run_1/m1.png
Bar = 20 um.
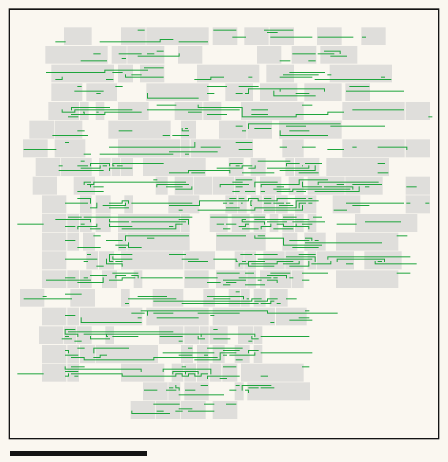
run_1/m2.png
Bar = 20 um.
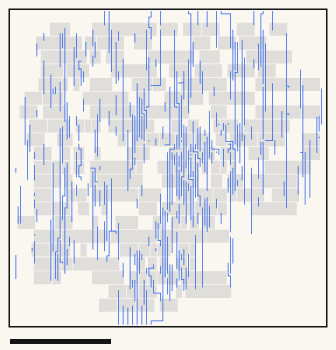
run_1/m3.png
Bar = 20 um.
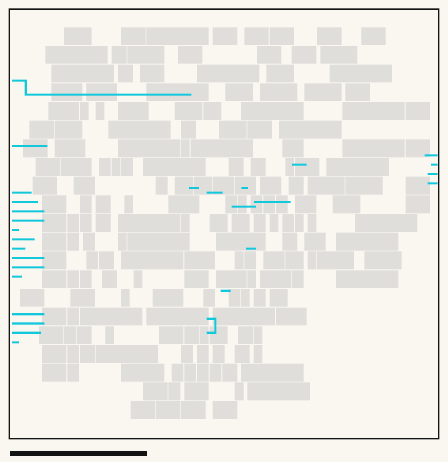
<file path="config.mk">
export PLATFORM = sky130hd
export DESIGN_NAME = sum_arbiter
export DESIGN_NICKNAME = d
export VERILOG_FILES = /design/src/rtl/sum_pkg.sv /design/src/rtl/my_SUM.sv /design/src/rtl/sum_arbiter.sv
export SDC_FILE = /design/constraint.sdc
export NUM_CORES = 1
export LEC_CHECK = 0
export CORE_UTILIZATION = 45
export CTS_CLUSTER_DIAMETER = 60
export DETAILED_ROUTE_END_ITERATION = 12
export PLACE_DENSITY = 0.74
export SETUP_SLACK_MARGIN = 0.02
export SKIP_LAST_GASP = 1
export SYNTH_ARGS = -nofsm -noshare
export SYNTH_HDL_FRONTEND = slang
export SYNTH_HIERARCHICAL = 1
export SYNTH_SLANG_ARGS = --single-unit
</file>
<file path="constraint.sdc">
create_clock -name clk -period 4 [get_ports clk]
set_input_delay 0.4 -clock clk [delete_from_list [all_inputs] [get_ports clk]]
set_output_delay 0.4 -clock clk [all_outputs]
set_load 0.03 [all_outputs]
</file>
<file path="src/rtl/sum_pkg.sv">
// Shared definitions for the sum_arbiter slice: FSM state encoding and requester ids.
package sum_pkg;

   typedef logic [1:0] state_t;

   localparam state_t IDLE = 2'd0;
   localparam state_t EXEC = 2'd1;
   localparam state_t RESP = 2'd2;

   localparam logic REQ0 = 1'b0;
   localparam logic REQ1 = 1'b1;

endpackage

</file>
<file path="src/rtl/my_SUM.sv">
// Shared LENGTH-bit adder: sign-extended 8-bit result plus carry/overflow/negative/zero flags.
module my_SUM #(
   parameter int LENGTH = 5
) (
   input  logic [LENGTH-1:0] a,
   input  logic [LENGTH-1:0] b,
   output logic [7:0]        result,
   output logic              carry,
   output logic              overflow,
   output logic              negativo,
   output logic              zero
);

   logic [LENGTH:0]   sum_full;
   logic [LENGTH-1:0] low_sum;

   assign sum_full = {1'b0, a} + {1'b0, b};
   // Sum of the bits below the MSB; its top bit is the carry into bit LENGTH-1.
   assign low_sum  = {1'b0, a[LENGTH-2:0]} + {1'b0, b[LENGTH-2:0]};

   assign carry    = sum_full[LENGTH];
   assign overflow = sum_full[LENGTH] ^ low_sum[LENGTH-1];
   assign negativo = sum_full[LENGTH-1];
   assign zero     = (sum_full[LENGTH-1:0] == '0);

   generate
      if (LENGTH == 8) begin : g_full_width
         assign result = sum_full[7:0];
      end else begin : g_sign_extend
         assign result = {{(8-LENGTH){sum_full[LENGTH-1]}}, sum_full[LENGTH-1:0]};
      end
   endgenerate

endmodule

</file>
<file path="src/rtl/sum_arbiter.sv">
// Two-requester round-robin arbiter/sequencer in front of a single shared my_SUM adder.
//
//   state | meaning
//   IDLE  | waiting for a request; winner's operands and id latched on leaving
//   EXEC  | adder runs on latched operands; result/flags captured at end of cycle
//   RESP  | one-cycle done pulse to the served requester
module sum_arbiter #(
   parameter int LENGTH = 5
) (
   input  logic              clk,
   input  logic              rst_n,
   input  logic              req0,
   input  logic [LENGTH-1:0] a0,
   input  logic [LENGTH-1:0] b0,
   input  logic              req1,
   input  logic [LENGTH-1:0] a1,
   input  logic [LENGTH-1:0] b1,
   output logic              done0,
   output logic              done1,
   output logic              owner,
   output logic              busy,
   output logic [7:0]        result,
   output logic              f_carry,
   output logic              f_overflow,
   output logic              f_negativo,
   output logic              f_zero
);
   import sum_pkg::*;

   generate
      if (LENGTH < 2 || LENGTH > 8) begin : g_bad_length
         $error("sum_arbiter: LENGTH must be in 2..8");
      end
   endgenerate

   state_t            state;
   state_t            state_nxt;
   logic              prio;
   logic              cur;
   logic              win;
   logic [LENGTH-1:0] op_a;
   logic [LENGTH-1:0] op_b;
   logic [7:0]        sum_res;
   logic              sum_carry;
   logic              sum_overflow;
   logic              sum_negativo;
   logic              sum_zero;

   // Lone requester wins outright; on a tie the round-robin pointer decides.
   function automatic logic pick_winner(input logic r0, input logic r1, input logic p);
      if (r0 && r1) return p;
      if (r1)       return REQ1;
      return REQ0;
   endfunction

   assign win = pick_winner(req0, req1, prio);

   always_ff @(posedge clk or negedge rst_n) begin
      if (!rst_n) state <= IDLE;
      else        state <= state_nxt;
   end

   always_comb begin
      state_nxt = state;
      case (state)
         IDLE:    if (req0 || req1) state_nxt = EXEC;
         EXEC:    state_nxt = RESP;
         RESP:    state_nxt = IDLE;
         default: state_nxt = IDLE;
      endcase
   end

   always_comb begin
      busy  = (state == EXEC) || (state == RESP);
      done0 = (state == RESP) && (cur == REQ0);
      done1 = (state == RESP) && (cur == REQ1);
   end

   always_ff @(posedge clk or negedge rst_n) begin
      if (!rst_n) begin
         cur        <= REQ0;
         prio       <= REQ0;
         op_a       <= '0;
         op_b       <= '0;
         owner      <= REQ0;
         result     <= 8'h00;
         f_carry    <= 1'b0;
         f_overflow <= 1'b0;
         f_negativo <= 1'b0;
         f_zero     <= 1'b0;
      end else begin
         if (state == IDLE && (req0 || req1)) begin
            cur  <= win;
            op_a <= (win == REQ1) ? a1 : a0;
            op_b <= (win == REQ1) ? b1 : b0;
         end
         if (state == EXEC) begin
            result     <= sum_res;
            f_carry    <= sum_carry;
            f_overflow <= sum_overflow;
            f_negativo <= sum_negativo;
            f_zero     <= sum_zero;
            owner      <= cur;
            prio       <= ~cur;
         end
      end
   end

   my_SUM #(
      .LENGTH (LENGTH)
   ) u_sum (
      .a        (op_a),
      .b        (op_b),
      .result   (sum_res),
      .carry    (sum_carry),
      .overflow (sum_overflow),
      .negativo (sum_negativo),
      .zero     (sum_zero)
   );

endmodule
</file>
==> changes_impl.md, run 1 <==
## Implementation

- # hold bufs at CTS: 0
- Post-route design area: 2010 sq um
- Share of post-route cells with drive strength above 1: 10.2%
- H-tree Lvls: 1
- Clk_skew: 1.11 ps
- Plain + repair buffers: 39
- Cycle use final: 56.2%
- Min-delay worst type: reg2reg
- Routed wire length per instance: 13.3 um
- Netlist cell types: 38
- Antenna viol nets, final: 0
- Top cell excl fill/tap: clkdlybuf4s50_1
- Final Net Count: 222
- Area leader share: 41.3%
- Multi-In Gates: 107
- Post-synth top area cell: dfrtp_1
- Critical Path Source: op_a[0]
- Crit path largest cell delay: 450 ps
- Status: finished, final reports clean
- Switching share of power: 44.2%
- Final core utilization: 58.9%
- Delay-heaviest family, CP: adder cells
- Top cells excl fill/tap: clkdlybuf4s50_1 (39), dfrtp_1 (27), nor2_1 (15), nand3_1 (13), o21ai_1 (12)
- Clock tree buffer depth: 2
- Top cells by area: dfrtp_1 (41%), ha_1 (7.7%), mux2_4 (7.3%), mux2_1 (4.8%), nand3_1 (4.0%)
- Residual DRC: 0
- Combinational share of cell area: 40.5%
- Antenna violations before repair: 0
- Area of the die: just under 4000 sq um
- Vias in the first global route: 1214
- Mapped cell area: around 1600 sq um
- Root buffer cell: clkbuf_4
- Worst vdd ir: between 0.4 and 0.5 mV
- Layout Cells excl Fill: roughly 230
- Max reg flops: 8
- Relative slew slack: 23.5%
- Overall routing resource usage: 17.0%
- Synth top cells by count: dfrtp_1 (27), nor2_1 (15), nand3_1 (13), o21ai_1 (12)
- Fmax: approximately 440 MHz
- Core ar.: between 3000 and 4000 sq um
- Biggest consumer: combinational cells
- Internal power: 0.00108 W
- Final Max Slew Viols: 0
- Leak pwr: 0.860 nW
- TAP cells: 46
- Critical Setup Path Class: reg2reg
- Busiest grt layer: met2
- Initial core utilization: between 40% and 50%
- I/O Buffers: 39
- Synth Net Count: between 150 and 200
- Final setup margin: 1750 ps
- Sink Count: 27
- Setup TNS: 0 ps
- Crit path max fanout: 5
- Diodes inserted: 0
- Number of cells in Yosys stat: 155
- Syn-to-layout area delta: 23.1%
- Reg2Reg Setup Slack: 1750 ps
- WP data required: ~4300 ps
- Worst Setup End Kind: flop
- Worst r2r src: op_a[0]
- Top-count cell post-synth: dfrtp_1
- Final setup fails: 0
- Number of flops mapped to enable cells by yosys: 0
- Die width: 62.3 um
- Via-to-Cell Ratio: 5.28
- Largest Register: result
- Combinational share of power: about two thirds
- Psw: between 0.0008 and 0.0009 W
- Clock group: 0.000118 W
- Arr. time, crit path: 2530 ps
- Critical hold path startpoint: result[1]
- Fillers: 320
- Dominant register cell: dfrtp_1
- CP max stage cell: fa_1
- Worst-Margin Slew: 1140 ps
- Fraction of area in registers: 33.6%
- Final hold slack: 506 ps
- Post-Syn Instances: 155
- Share of power burned in registers: 26.0%
- I/O pins: 40
- CTS clock-pin slew for the worst setup and hold paths: 140 ps
- Pre-antenna DRT Iters: 4
- Non-clk invs: 9
- Drt first-iter violations: 22
- Area after DPL: 1990 sq um
Back to the opening pictures, m1.png:
longest straight run: 24.8 um
share of all routed wire: 45%
nets with wire on the layer: 193
via count: 1226
final WL: 3080 um
met1 Resource Use GR: 20.5%

Back to the opening pictures, m2.png:
wire length on this layer: 1560 um
share of all routed wire: 51%
M2 GR Usage: 31.2%

Back to the opening pictures, m3.png:
share of all routed wire: 3.3%
nets with wire on the layer: 26
GRT met3 Usage: 1.84%

run 1: routing by layer:
layer	up-vias	part of all wire, %
met5	-	0
met4	0	1.2
met3	6	3.3
met2	33	51
met1	577	45
li1	610	-
run 1: kinds of logic after synthesis:
group           share of synthesized area, %
buf+inv                                 8.88
flops                                   41.3
fa+ha+maj                               8.88
compound gates                          14.9
mux                                     12.2
xor+xnor                                1.07
simple gates                            12.8
run 1: worst max path at each step:
| stage | endpoint | slack (ps) | cells past startpoint |
|---|---|---|---|
| 5_1_grt | result[7] | 1600 | 7 |
| 6_report | result[5] | 1750 | 7 |
| 3_5_place_dp | result[7] | 1800 | 7 |
| 2_1_floorplan | result[4] | 1960 | 8 |
| 3_3_place_gp | f_overflow | 1940 | 8 |
| 4_1_cts | done0 | 1750 | 4 |
run_1/congestion_map.png
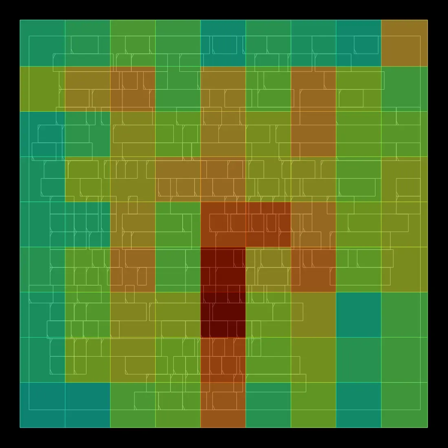

==> run 1 -> run 2 <==
--- a/config.mk
+++ b/config.mk
@@ -8,7 +8,7 @@
 export CORE_UTILIZATION = 45
 export CTS_CLUSTER_DIAMETER = 60
 export DETAILED_ROUTE_END_ITERATION = 12
-export PLACE_DENSITY = 0.74
+export PLACE_DENSITY = 0.77
 export SETUP_SLACK_MARGIN = 0.02
 export SKIP_LAST_GASP = 1
 export SYNTH_ARGS = -nofsm -noshare
==> constraint.sdc (replaced) <==
create_clock -name clk -period 1.85 [get_ports clk]
set_input_delay 0.185 -clock clk [delete_from_list [all_inputs] [get_ports clk]]
set_output_delay 0.185 -clock clk [all_outputs]
set_load 0.03 [all_outputs]
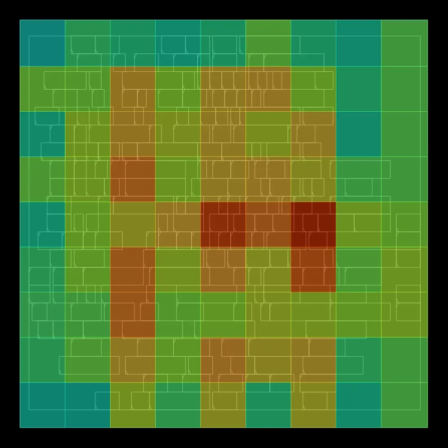
run_2/congestion_map.png
overall routing resource usage: 17.2%
GRT met3 Usage: 2.21%

==> changes_impl.md, run 2 <==
## Implementation

- Status: finished with violations (was finished, final reports clean)
- Failing checks: setup timing
- Multi-In Gates: 107 (unchanged)
- Non-clk invs: 9 (unchanged)
- Via-to-Cell Ratio: 5.15 (was 5.28)
- And+or+nand+nor area frac: 12.8% (unchanged)
- Cycle use final: 104% (was 56.2%)
- Delay-heaviest family, CP: adder cells (unchanged)
- Internal power: 0.00266 W (was 0.00108 W)
- Synth top cells by count: dfrtp_1 (27), nor2_1 (15), nand3_1 (13), o21ai_1 (12) (unchanged)
- Final hold slack: 207 ps (was 506 ps)
- Metal3 WL: 86 um (was 101 um)
- Initial core utilization: 47.9% (unchanged)
- Drt first-iter violations: 51 (was 22)
- I/O Buffers: 39 (unchanged)
- AND-OR/OR-AND Cells, Area Fraction: 14.9% (unchanged)
- Routed wire length per instance: 13.4 um (was 13.3 um)
- Number of cells in Yosys stat: 155 (unchanged)
- Arr. time, crit path: 2200 ps (was 2530 ps)
- Antenna viol nets, final: 0 (unchanged)
- Area after DPL: 2100 sq um (was 1990 sq um)
- Final WL: 3300 um (was 3080 um)
- Setup TNS: -134 ps (was 0 ps)
- Netlist cell types: 38 (unchanged)
- Mapped cell area: 1640 sq um (unchanged)
- Area of the die: 3880 sq um (unchanged)
- Combinational share of power: 71.5% (was 67.9%)
- Switching share of power: 43.2% (was 44.2%)
- Pre-antenna DRT Iters: 4 (unchanged)
- Largest Register: result (unchanged)
- Worst vdd ir: 1.01 mV (was 0.449 mV)
- Crit path largest cell delay: 510 ps (was 450 ps)
- Clk_skew: 11.1 ps (was 1.11 ps)
- Final setup margin: -81.2 ps (was 1750 ps)
- Post-synth top area cell: dfrtp_1 (unchanged)
- Yosys xor share: 1.07% (unchanged)
- Worst Setup End Kind: flop (unchanged)
- Share of power burned in registers: 23.2% (was 26.0%)
- FA/HA/MAJ Cells, Area Fraction: 8.88% (unchanged)
- Final setup fails: 2 (was 0)
- Top cell excl fill/tap: clkdlybuf4s50_1 (unchanged)
- Worst-Margin Slew: 403 ps (was 1140 ps)
- Syn-to-layout area delta: 32.7% (was 23.1%)
- # hold bufs at CTS: 0 (unchanged)
- Final core utilization: 63.6% (was 58.9%)
- Sink Count: 27 (unchanged)
run 2: cell count changes in the layout (fill, tap and decap cells not counted), sizes merged:
cell           previous run  this run
dlygate4sd2               0         3
buf                       0        15
clkdlybuf4s50            39        36
run 2: cell families after synthesis:
group / count (synthesis)
xor+xnor: 2
fa+ha+maj: 11
compound gates: 39
mux: 15
flops: 27
buf+inv: 21
simple gates: 40
run 2: worst paths after layout:
kind,from,to,slack (ps),depth (start not counted)
setup / recovery,op_b[0],f_zero,-80,7
hold / removal,rst_n,f_negativo,210,2
setup reg to reg,op_b[0],f_zero,-80,7
hold reg to reg,f_negativo,f_negativo,500,1
max in group asynchronous,rst_n,op_b[2],1370,2
min in group clk,a0[2],op_a[2],440,3
run 2: timing repair:
item	CTS	global route
buffers inserted	2	2
gates resized	3	3
pin swaps	5	5
setup endpoints to repair	10	9
Power figures rest on the tool's default switching activity, not on a simulated workload.
